--- config.mk ---
export PLATFORM = sky130hd
export DESIGN_NAME = bomb_game_ctrl
export DESIGN_NICKNAME = d
export VERILOG_FILES = /design/src/rtl/bomb_game_ctrl.sv
export SDC_FILE = /design/constraint.sdc
export NUM_CORES = 1
export LEC_CHECK = 0
export CAP_MARGIN = 20
export CORE_UTILIZATION = 40
export CTS_CLUSTER_SIZE = 28
export DETAILED_ROUTE_END_ITERATION = 10
export GPL_ROUTABILITY_DRIVEN = 0
export PLACE_DENSITY_LB_ADDON = 0.25
export SYNTH_ARGS = -nofsm -noshare
export SYNTH_HDL_FRONTEND = slang
export SYNTH_SLANG_ARGS = --single-unit
export TNS_END_PERCENT = 5
--- constraint.sdc ---
create_clock -name clk -period 2.9 [get_ports clk]
set_clock_uncertainty 0.15 [all_clocks]
set_input_delay 0.29 -clock clk [delete_from_list [all_inputs] [get_ports clk]]
set_output_delay 0.29 -clock clk [all_outputs]
set_load 0.01 [all_outputs]
--- src/rtl/bomb_game_ctrl.sv ---
// Bomb game sequencer: arms the timer, arbitrates module strikes round-robin onto
// the extras bus, polls seconds-left and declares EXPLODED or DEFUSED.
`timescale 1ns/1ps
module bomb_game_ctrl #(
    parameter int unsigned NUM_MODULES = 4,
    parameter int unsigned MAX_STRIKES = 3,
    parameter int unsigned START_SEC   = 300,
    parameter int unsigned POLL_CYCLES = 1000,
    parameter logic [15:0] TIMER_ADDR  = 16'hF330,
    parameter logic [15:0] STRIKE_ADDR = 16'hF663
) (
    input  logic                   clk,
    input  logic                   reset,
    input  logic                   start,
    input  logic [NUM_MODULES-1:0] strike_req,
    input  logic [NUM_MODULES-1:0] solved,
    output logic                   bus_en,
    output logic                   bus_we,
    output logic                   bus_re,
    output logic [15:0]            bus_addr,
    output logic [15:0]            bus_data,
    input  logic [15:0]            bus_q,
    output logic [1:0]             strikes,
    output logic [15:0]            sec_left,
    output logic [2:0]             game_state,
    output logic                   exploded,
    output logic                   defused
);

    localparam int unsigned PTR_W = (NUM_MODULES > 1) ? $clog2(NUM_MODULES) : 1;
    localparam int unsigned CNT_W = $clog2(POLL_CYCLES);
    localparam logic [PTR_W-1:0] LAST_IDX  = PTR_W'(NUM_MODULES - 1);
    localparam logic [CNT_W-1:0] POLL_LAST = CNT_W'(POLL_CYCLES - 1);

    typedef enum logic [2:0] {
        S_IDLE     = 3'd0,
        S_ARM_T    = 3'd1,
        S_ARM_S    = 3'd2,
        S_RUN      = 3'd3,
        S_RD_WAIT  = 3'd4,
        S_EXPLODED = 3'd5,
        S_DEFUSED  = 3'd6
    } state_t;

    state_t                 state_q, state_d;
    logic [NUM_MODULES-1:0] pending_q, pending_d;
    logic [PTR_W-1:0]       ptr_q, ptr_d;
    logic [CNT_W-1:0]       cnt_q, cnt_d;
    logic [1:0]             strikes_q, strikes_d;
    logic [15:0]            sec_left_q, sec_left_d;
    logic                   exploded_q, exploded_d;
    logic                   defused_q, defused_d;

    logic                   found_c;
    logic [PTR_W-1:0]       grant_idx_c;
    logic [1:0]             strikes_inc_c;
    logic [NUM_MODULES-1:0] capture_c;
    logic                   all_solved_c;
    int unsigned            cand;

    assign capture_c     = strike_req & ~solved;
    assign all_solved_c  = &solved;
    assign strikes_inc_c = (strikes_q == 2'd3) ? 2'd3 : strikes_q + 2'd1;

    // Round-robin search: first pending index at or after the pointer, wrapping.
    always_comb begin
        found_c     = 1'b0;
        grant_idx_c = '0;
        cand        = 0;
        for (int unsigned off = 0; off < NUM_MODULES; off++) begin
            cand = 32'(ptr_q) + off;
            if (cand >= NUM_MODULES) begin
                cand = cand - NUM_MODULES;
            end
            if (!found_c && pending_q[cand[PTR_W-1:0]]) begin
                found_c     = 1'b1;
                grant_idx_c = cand[PTR_W-1:0];
            end
        end
    end

    always_comb begin
        state_d    = state_q;
        pending_d  = pending_q;
        ptr_d      = ptr_q;
        cnt_d      = cnt_q;
        strikes_d  = strikes_q;
        sec_left_d = sec_left_q;
        bus_we     = 1'b0;
        bus_re     = 1'b0;
        bus_addr   = 16'd0;
        bus_data   = 16'd0;

        case (state_q)
            S_IDLE: begin
                pending_d = '0;
                if (start) state_d = S_ARM_T;
            end
            S_ARM_T: begin
                bus_we     = 1'b1;
                bus_addr   = TIMER_ADDR;
                bus_data   = 16'(START_SEC);
                sec_left_d = 16'(START_SEC);
                pending_d  = '0;
                state_d    = S_ARM_S;
            end
            S_ARM_S: begin
                bus_we    = 1'b1;
                bus_addr  = STRIKE_ADDR;
                strikes_d = 2'd0;
                cnt_d     = '0;
                pending_d = '0;
                state_d   = S_RUN;
            end
            S_RUN: begin
                if (found_c) begin
                    // Clear the granted bit before merging new requests so a
                    // coincident request from the same module re-arms it.
                    pending_d              = pending_q;
                    pending_d[grant_idx_c] = 1'b0;
                    pending_d              = pending_d | capture_c;
                    ptr_d     = (grant_idx_c == LAST_IDX) ? '0 : grant_idx_c + PTR_W'(1);
                    strikes_d = strikes_inc_c;
                    bus_we    = 1'b1;
                    bus_addr  = STRIKE_ADDR;
                    bus_data  = 16'(strikes_inc_c);
                    if (32'(strikes_inc_c) >= MAX_STRIKES) state_d = S_EXPLODED;
                end else begin
                    pending_d = pending_q | capture_c;
                    if (cnt_q == POLL_LAST) begin
                        bus_re   = 1'b1;
                        bus_addr = TIMER_ADDR;
                        cnt_d    = '0;
                        state_d  = S_RD_WAIT;
                    end else if (all_solved_c) begin
                        state_d = S_DEFUSED;
                    end else begin
                        cnt_d = cnt_q + CNT_W'(1);
                    end
                end
            end
            S_RD_WAIT: begin
                pending_d  = pending_q | capture_c;
                sec_left_d = bus_q;
                if (bus_q == 16'd0)    state_d = S_EXPLODED;
                else if (all_solved_c) state_d = S_DEFUSED;
                else                   state_d = S_RUN;
            end
            S_EXPLODED, S_DEFUSED: begin
                pending_d = '0;
                if (start) state_d = S_ARM_T;
            end
            default: begin
                state_d = S_IDLE;
            end
        endcase
    end

    assign bus_en     = bus_we | bus_re;
    assign exploded_d = (state_d == S_EXPLODED);
    assign defused_d  = (state_d == S_DEFUSED);

    always_ff @(posedge clk or posedge reset) begin
        if (reset) begin
            state_q    <= S_IDLE;
            pending_q  <= '0;
            ptr_q      <= '0;
            cnt_q      <= '0;
            strikes_q  <= 2'd0;
            sec_left_q <= 16'd0;
            exploded_q <= 1'b0;
            defused_q  <= 1'b0;
        end else begin
            state_q    <= state_d;
            pending_q  <= pending_d;
            ptr_q      <= ptr_d;
            cnt_q      <= cnt_d;
            strikes_q  <= strikes_d;
            sec_left_q <= sec_left_d;
            exploded_q <= exploded_d;
            defused_q  <= defused_d;
        end
    end

    assign strikes    = strikes_q;
    assign sec_left   = sec_left_q;
    assign game_state = state_q;
    assign exploded   = exploded_q;
    assign defused    = defused_q;

endmodule

==> images/sizing.png <==
Bar = 20 µm.
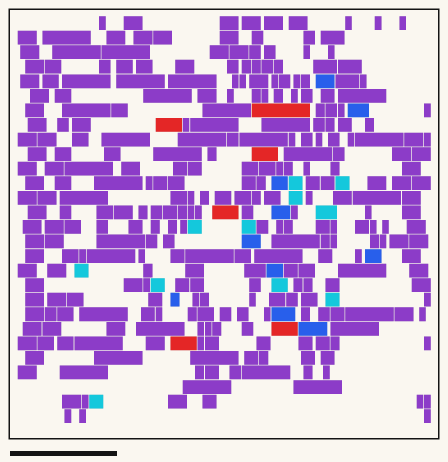
- cyan: x3 and x4 (cells 11; most used buf_4)
- red: x6 and larger (cells 6; most used clkbuf_8)
- blue: x2 (cells 10; most used a31o_2)
- purple: x1 and smaller (cells 297; most used clkdlybuf4s50_1)

==> images/ff_map.png <==
Bar = 20 µm. Other sequential cells in the stronger grey, the rest of the logic in the fainter grey.
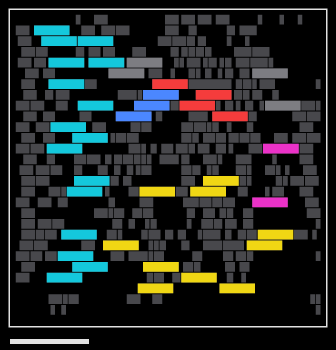
- blue: game_state (placed flops 3)
- yellow: cnt_q (placed flops 10)
- red: pending_q (placed flops 4)
- cyan: sec_left (placed flops 16)
- magenta: strikes (placed flops 2)
- not coloured: 4
register fraction of the total cell area: 30.6%
fraction of the core area covered by cells at the end of the flow: 54.3%
P_seq: 0.950 mW

==> Changelog: implementation <==
## Flow update

* # Cells Yosys at 264
* Commonest cells after routing, fill and taps aside: 70 x sky130_fd_sc_hd__clkdlybuf4s50_1, 39 x sky130_fd_sc_hd__dfrtp_1, 18 x sky130_fd_sc_hd__nor2_1
* Placed cell count at roughly 400
* Max clock buf depth at 2
* Violation tally from detailed-route iteration zero at around 110
* XOR/XNOR share of the synthesized area at less than 1%
* Starting density of the core at about two fifths
* Flops at 39
* Clock tree from TritonCTS: built
* Post-route ant nets at 0
* Number of hold violations in the final report at 0
* Multi-input logic area at roughly 1200 µm²
* Area fraction in full adders, half adders and majority gates at ~2.6%
* Post-DP HPWL at 4300 µm
* Nature of the critical path startpoint: flop
* Synthesized area divided by synthesized cell count at a little over 9 µm²
* Final std cells w/o fill at approximately 400
* Signed area change from the synthesized netlist to the final layout at 31.4%
* Max_slew headroom at ~66%
* Count of buffers from port buffering at 70
* Placeable core region at between 5000 and 6000 µm²
* Most used logic cell in the final layout: sky130_fd_sc_hd__clkdlybuf4s50_1
* Final period util at between 90% and 100%
* Max Clk Rate at 363 MHz
* Clk. pwr at approximately 0.46 mW
* Routed Wire Length at 5900 µm
* Fraction of standard cell area in multi-input logic at between 30% and 40%
* Number of antenna violations at the first check in global routing at 0
* Distinct cell type count after synthesis at 54
* Fill cell total of the finished layout at roughly 550
* Max Transition Viols Final at 0
* Worst EP required at 2.46 ns
* Register clock-pin slew on the reported worst setup and hold paths at about 0.08 ns
* Setup TNS at 0 ns
* Slew at the pin closest to its max-slew limit at a little over 0.5 ns
* Max IR drop VDD at approximately 0.79 mV
* Sequential Area at roughly 1000 µm²
* Int Pwr at around 2.1 mW
* Via count of the first global-routing pass at between 1500 and 2000
* Number of endpoints failing setup at the final stage at 0
* Fraction of final layout cells sized beyond drive strength 1 at approximately 8.3%
* Static Leak at 1.31 nW
* Clk root buf: sky130_fd_sc_hd__clkbuf_8
* Top cell category: logic gates
* Clock network share of area at approximately 3.5%
* Combinational cell power at 2.16 mW
* OpenROAD warnings at 29
* Nets at 355
* Highest cell delay on the worst timing path at 0.62 ns
* Non-clk bufs at 79
* Fraction of registers with async set/reset at 100%
* Type of the setup path with the least slack: reg -> out
* Post-route total power at around 3.6 mW
* Group drawing the most power: combinational cells
* Area enclosed by the die boundary at ~6400 µm²
* Cell taking the most area after synthesis: sky130_fd_sc_hd__dfrtp_1
* Yosys-reported design area after synthesis at roughly 2400 µm²
* WP data arrival at 2.32 ns
* Clk_lat worst skew at ~0.3 ns
* Combinational gate count at between 150 and 200
* Number of cells produced by synthesis at roughly 260
* Minimum clock period after layout at ~2.8 ns
* First-pass GRT wire length at 9290 µm
* Crit end category: output port
* Overall fraction of global-route tracks in use at approximately a fifth
* Via count of the routed design at approximately 2200
* Reported net switching power at 1.47 mW
* Commonest cells in the netlist: 39 x sky130_fd_sc_hd__dfrtp_1, 28 x sky130_fd_sc_hd__buf_4, 18 x sky130_fd_sc_hd__nor2_1
* Total CTS buffers at 5
* Run status: finished, final reports clean
* Slowest cell on crit path: sky130_fd_sc_hd__or4_4
* Yosys warning total at 0
* IO Count at approximately 85
worst paths after layout:
| path | from | end | cells past startpoint | slack, ns |
|---|---|---|---|---|
| setup / recovery | pending_q[3]$_DFFE_PP0P_ | bus_addr[5] | 5 | 0.14 |
| hold / removal | reset | sec_left[13]$_DFFE_PP0P_ | 3 | 0.25 |
| setup reg to reg | pending_q[3]$_DFFE_PP0P_ | cnt_q[3]$_DFFE_PP0P_ | 4 | 0.51 |
| hold reg to reg | sec_left[2]$_DFFE_PP0P_ | sec_left[2]$_DFFE_PP0P_ | 1 | 0.35 |
| max in group asynchronous | reset | cnt_q[1]$_DFFE_PP0P_ | 3 | 2.00 |
| min in group clk | sec_left[2]$_DFFE_PP0P_ | sec_left[2]$_DFFE_PP0P_ | 1 | 0.35 |
worst max-delay path, delay by kind of cell, from the launching register on:
| kind | cells | cell delay [ns] |
|---|---|---|
| and+or+nand+nor | 2 | 0.83 |
| buffers and inverters | 2 | 0.64 |
| DFF | 1 | 0.45 |
| AOI/OAI and AO/OA | 1 | 0.10 |
metrics by stage:
step | setup WS [ns] | instance area [µm²]
2_1_floorplan | 0.560 | 2480
3_3_place_gp | 0.379 | 3060
3_5_place_dp | 0.345 | 3060
4_1_cts | 0.0135 | 3170
5_1_grt | -0.00859 | 3190
6_report | 0.143 | 3190
per-layer routing:
metal,vias to the layer above,share of wire (%),track usage [%]
li1,1057,-,-
met1,1059,46,24.5
met2,86,46,30.0
met3,8,7.0,5.71
met4,0,1.2,5.71
met5,-,0,0
registers in the layout, indices dropped and copies added (netlist names):
name and count:
strikes 2, pending_q 4, sec_left 16, game_state 3, defused 1, ptr_q 2
cnt_q 10, exploded 1
timing repair:
action,in CTS,in global routing
gates resized,0,4
setup buffers,0,2
setup endpoints to repair,0,8
Power is estimated from default activity; no workload was simulated.
